==> src/rtl/matrix_scan_driver.sv <==
// Row-multiplexed scan driver for the 8x8 bicolour LED matrix; blanking gap before each row drive.
// Optional per-frame column dimming is compiled in with `define MATRIX_DIM_EN (adds input dim).
module matrix_scan_driver #(
  parameter int DWELL      = 10_000,
  parameter int BLANK      = 16,
  parameter int ROW_ACT_LO = 1,
  parameter int COL_ACT_LO = 0
) (
  input  logic         clk,
  input  logic         rst,
  input  logic         en,
  input  logic [127:0] frame_in,
`ifdef MATRIX_DIM_EN
  input  logic [2:0]   dim,
`endif
  output logic [7:0]   row_sel,
  output logic [7:0]   col_r,
  output logic [7:0]   col_g,
  output logic [2:0]   row_idx,
  output logic         frame_start
);

  localparam logic [1:0] S_IDLE  = 2'd0;
  localparam logic [1:0] S_BLANK = 2'd1;
  localparam logic [1:0] S_DRIVE = 2'd2;

  localparam int CNT_MAX = (DWELL > BLANK) ? DWELL : BLANK;
  localparam int CW_RAW  = $clog2(CNT_MAX + 1);
  localparam int CW      = (CW_RAW < 1) ? 1 : CW_RAW;

  // BLANK=0 still spends one cycle in BLANK
  localparam logic [CW-1:0] BLANK_LAST = CW'((BLANK == 0) ? 0 : BLANK - 1);
  localparam logic [CW-1:0] DWELL_LAST = CW'((DWELL == 0) ? 0 : DWELL - 1);

  localparam logic [7:0] ROW_OFF = (ROW_ACT_LO != 0) ? 8'hFF : 8'h00;
  localparam logic [7:0] COL_OFF = (COL_ACT_LO != 0) ? 8'hFF : 8'h00;

  logic [1:0]    state, state_nxt;
  logic [CW-1:0] cnt, cnt_nxt;
  logic [2:0]    row_nxt;
  logic [127:0]  shadow;
  logic          latch;
  logic          drive, lit;
  logic [15:0]   row_bits;
  logic [7:0]    r_bits, g_bits, row_onehot;

`ifdef MATRIX_DIM_EN
  logic [2:0] dim_lat;
  int         thr;
`endif

  always_comb begin
    state_nxt = state;
    cnt_nxt   = cnt + 1'b1;
    row_nxt   = row_idx;
    if (!en) begin
      state_nxt = S_IDLE;
      cnt_nxt   = '0;
      row_nxt   = '0;
    end else begin
      case (state)
        S_IDLE: begin
          state_nxt = S_BLANK;
          cnt_nxt   = '0;
          row_nxt   = '0;
        end
        S_BLANK: begin
          if (cnt == BLANK_LAST) begin
            state_nxt = S_DRIVE;
            cnt_nxt   = '0;
          end
        end
        S_DRIVE: begin
          if (cnt == DWELL_LAST) begin
            state_nxt = S_BLANK;
            cnt_nxt   = '0;
            row_nxt   = row_idx + 3'd1;
          end
        end
        default: begin
          state_nxt = S_IDLE;
          cnt_nxt   = '0;
          row_nxt   = '0;
        end
      endcase
    end
  end

  assign latch = (state_nxt == S_BLANK) && (state != S_BLANK) && (row_nxt == 3'd0);

  // Outputs are registered from next-state values so they line up with the state they describe
  always_comb begin
    drive    = (state_nxt == S_DRIVE);
    row_bits = shadow[{row_nxt, 4'b0000} +: 16];
    r_bits   = '0;
    g_bits   = '0;
    for (int unsigned c = 0; c < 8; c++) begin
      r_bits[c] = row_bits[2*c];
      g_bits[c] = row_bits[2*c+1];
    end
    row_onehot = 8'h01 << row_nxt;
`ifdef MATRIX_DIM_EN
    thr = ((int'(dim_lat) + 1) * DWELL) / 8;
    lit = drive && (int'(cnt_nxt) < thr);
`else
    lit = drive;
`endif
  end

  always_ff @(posedge clk) begin
    if (rst) begin
      state       <= S_IDLE;
      cnt         <= '0;
      row_idx     <= '0;
      shadow      <= '0;
      frame_start <= 1'b0;
      row_sel     <= ROW_OFF;
      col_r       <= COL_OFF;
      col_g       <= COL_OFF;
    end else begin
      state       <= state_nxt;
      cnt         <= cnt_nxt;
      row_idx     <= row_nxt;
      frame_start <= latch;
      if (latch) shadow <= frame_in;
      row_sel     <= drive ? (row_onehot ^ ROW_OFF) : ROW_OFF;
      col_r       <= lit ? (r_bits ^ COL_OFF) : COL_OFF;
      col_g       <= lit ? (g_bits ^ COL_OFF) : COL_OFF;
    end
  end

`ifdef MATRIX_DIM_EN
  always_ff @(posedge clk) begin
    if (rst)        dim_lat <= 3'd7;
    else if (latch) dim_lat <= dim;
  end
`endif

endmodule

==> config.mk <==
export PLATFORM = sky130hd
export DESIGN_NAME = matrix_scan_driver
export DESIGN_NICKNAME = d
export VERILOG_FILES = /design/src/rtl/matrix_scan_driver.sv
export SDC_FILE = /design/constraint.sdc
export NUM_CORES = 1
export LEC_CHECK = 0
export CORE_MARGIN = 5
export CORE_UTILIZATION = 32
export CTS_BUF_LIST = sky130_fd_sc_hd__clkbuf_8
export DETAILED_ROUTE_END_ITERATION = 8
export PLACE_DENSITY = 0.54
export SYNTH_ARGS = -nofsm -noshare
export SYNTH_HDL_FRONTEND = slang
export SYNTH_SLANG_ARGS = --single-unit
==> constraint.sdc <==
create_clock -name clk -period 2.5 [get_ports clk]
set_clock_uncertainty 0.1 [all_clocks]
set_input_delay 0.375 -clock clk [delete_from_list [all_inputs] [get_ports clk]]
set_output_delay 0.375 -clock clk [all_outputs]
set_load 0.05 [all_outputs]
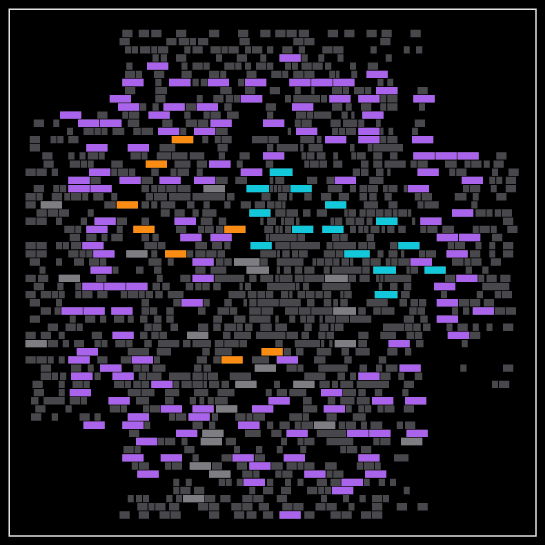
Figure 1: where the registers sit.
Scale: 3 px per µm. Other sequential cells in the stronger grey, the rest of the logic in the fainter grey.
netlist name	colour	placed flops
`shadow`	purple	128
`col_g`	orange	8
`cnt`	cyan	14
not coloured	22

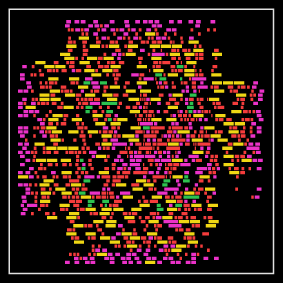
Figure 2: placement by cell class.
Scale: 1.5 px per µm.
class	colour	cells
remaining buffers and delay cells	magenta	286
remaining logic cells	red	649
clock drivers and dummy loads	green	32
registers	yellow	172

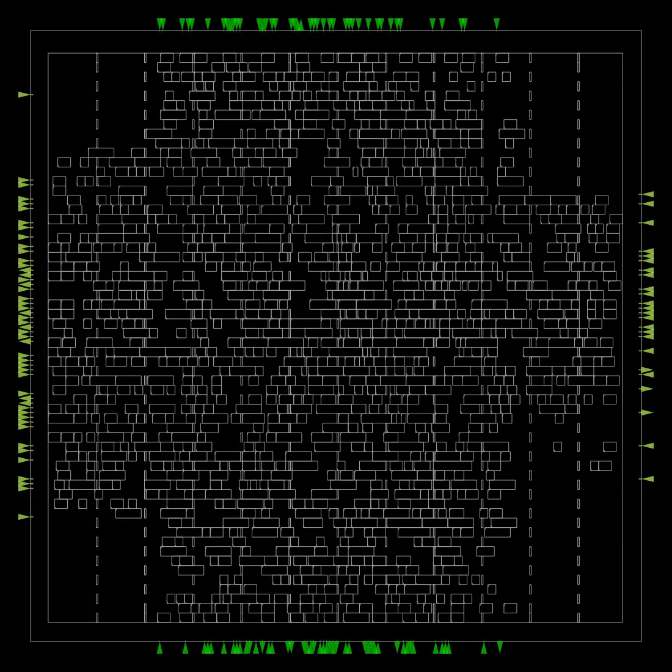
Figure 3: cell outlines without signal wires.
# rows: 60
tap cell count: 341
Core Area: 26900 µm²

==> cell usage after synthesis, drive strengths merged, types with 3 or more instances <==
cell / count / area share
a211oi: 28 / 0.024
and3: 6 / 0.0043
buf: 22 / 0.022
clkbuf: 51 / 0.022
dfxtp: 172 / 0.39
ha: 6 / 0.0086
inv: 16 / 0.0069
mux2: 26 / 0.034
mux2i: 138 / 0.16
nand2: 8 / 0.0034
nand2b: 257 / 0.18
nand3: 10 / 0.0057
nand4: 3 / 0.0022
nor2: 26 / 0.011
nor2b: 10 / 0.0072
nor3b: 8 / 0.0069
o211ai: 18 / 0.015
o21a: 16 / 0.014
o21ai: 10 / 0.0057
o22ai: 10 / 0.0072
o32ai: 16 / 0.020
xnor2: 7 / 0.0070
xor2: 5 / 0.0050
==> sequential cells by signal (all words and copies together) (netlist names) <==
signal       count
row_sel          8
row_idx          3
shadow         128
col_g            8
col_r            8
frame_start      1
state            2
cnt             14
==> timing repair <==
item / CTS / global route
cloned: 4 / 5
buffers inserted: 13 / 3
pin swaps: 10 / 16
gates resized: 42 / 57
endpoints found under the setup margin: 153 / 150
==> worst max-delay path, stage by stage (launching register included) <==
cell	delay [ns]
sky130_fd_sc_hd__dfxtp_2	0.34
sky130_fd_sc_hd__or4_4	0.55
sky130_fd_sc_hd__o41ai_4	0.39
sky130_fd_sc_hd__a22oi_2	0.14
sky130_fd_sc_hd__buf_4	0.16
sky130_fd_sc_hd__nor3_4	0.21
sky130_fd_sc_hd__nand2b_1	0.12
sky130_fd_sc_hd__buf_6	0.16
sky130_fd_sc_hd__or3_1	0.30
==> metal layers <==
metal	up-vias	wire, µm	GRT usage
met5	-	0	0
met4	0	390	0.0373
met3	21	994	0.0322
met2	158	12600	0.276
met1	3290	12600	0.231
li1	3532	-	-
==> run notes <==
Implementation results. Tightest slew margin relative to the limit landed at 0.621. Counting flops and latches in the post-synthesis netlist gives about 170. Number of cells on the worst reg-to-reg path landed at 8. STA classifies the critical path startpoint as a register. Layout sequential cell count landed at approximately 170. Power in sequential cells landed at between 2 and 3 mW. The flow ran to the end, but the final reports show violations.

Power per cell area landed at about 490 nW/µm². Post-synthesis cell count landed at roughly 890. The final reports fail on negative setup slack. Cell-internal power landed at around 4.5 mW. The routed layout has around 7000 vias. The critical path is of the register to register type. Setup repair after global routing could not meet its margin everywhere. Dividing the final minimum period by the clock period gives 1.04.

Worst path setup slack after routing landed at -0.0993 ns. Per the layout report, the design carries 16 non-clock inverters. Looking at the group totals, the largest power group turns out to be sequential cells. Final setup violation count landed at ~100. Maximum vdd drop landed at 254 µV. Remaining number of nets flagged by the antenna check after routing landed at 0.

Xor and xnor fraction of the mapped netlist area landed at 0.0120.
No activity file was given, so power comes from the tool's default toggle rates.
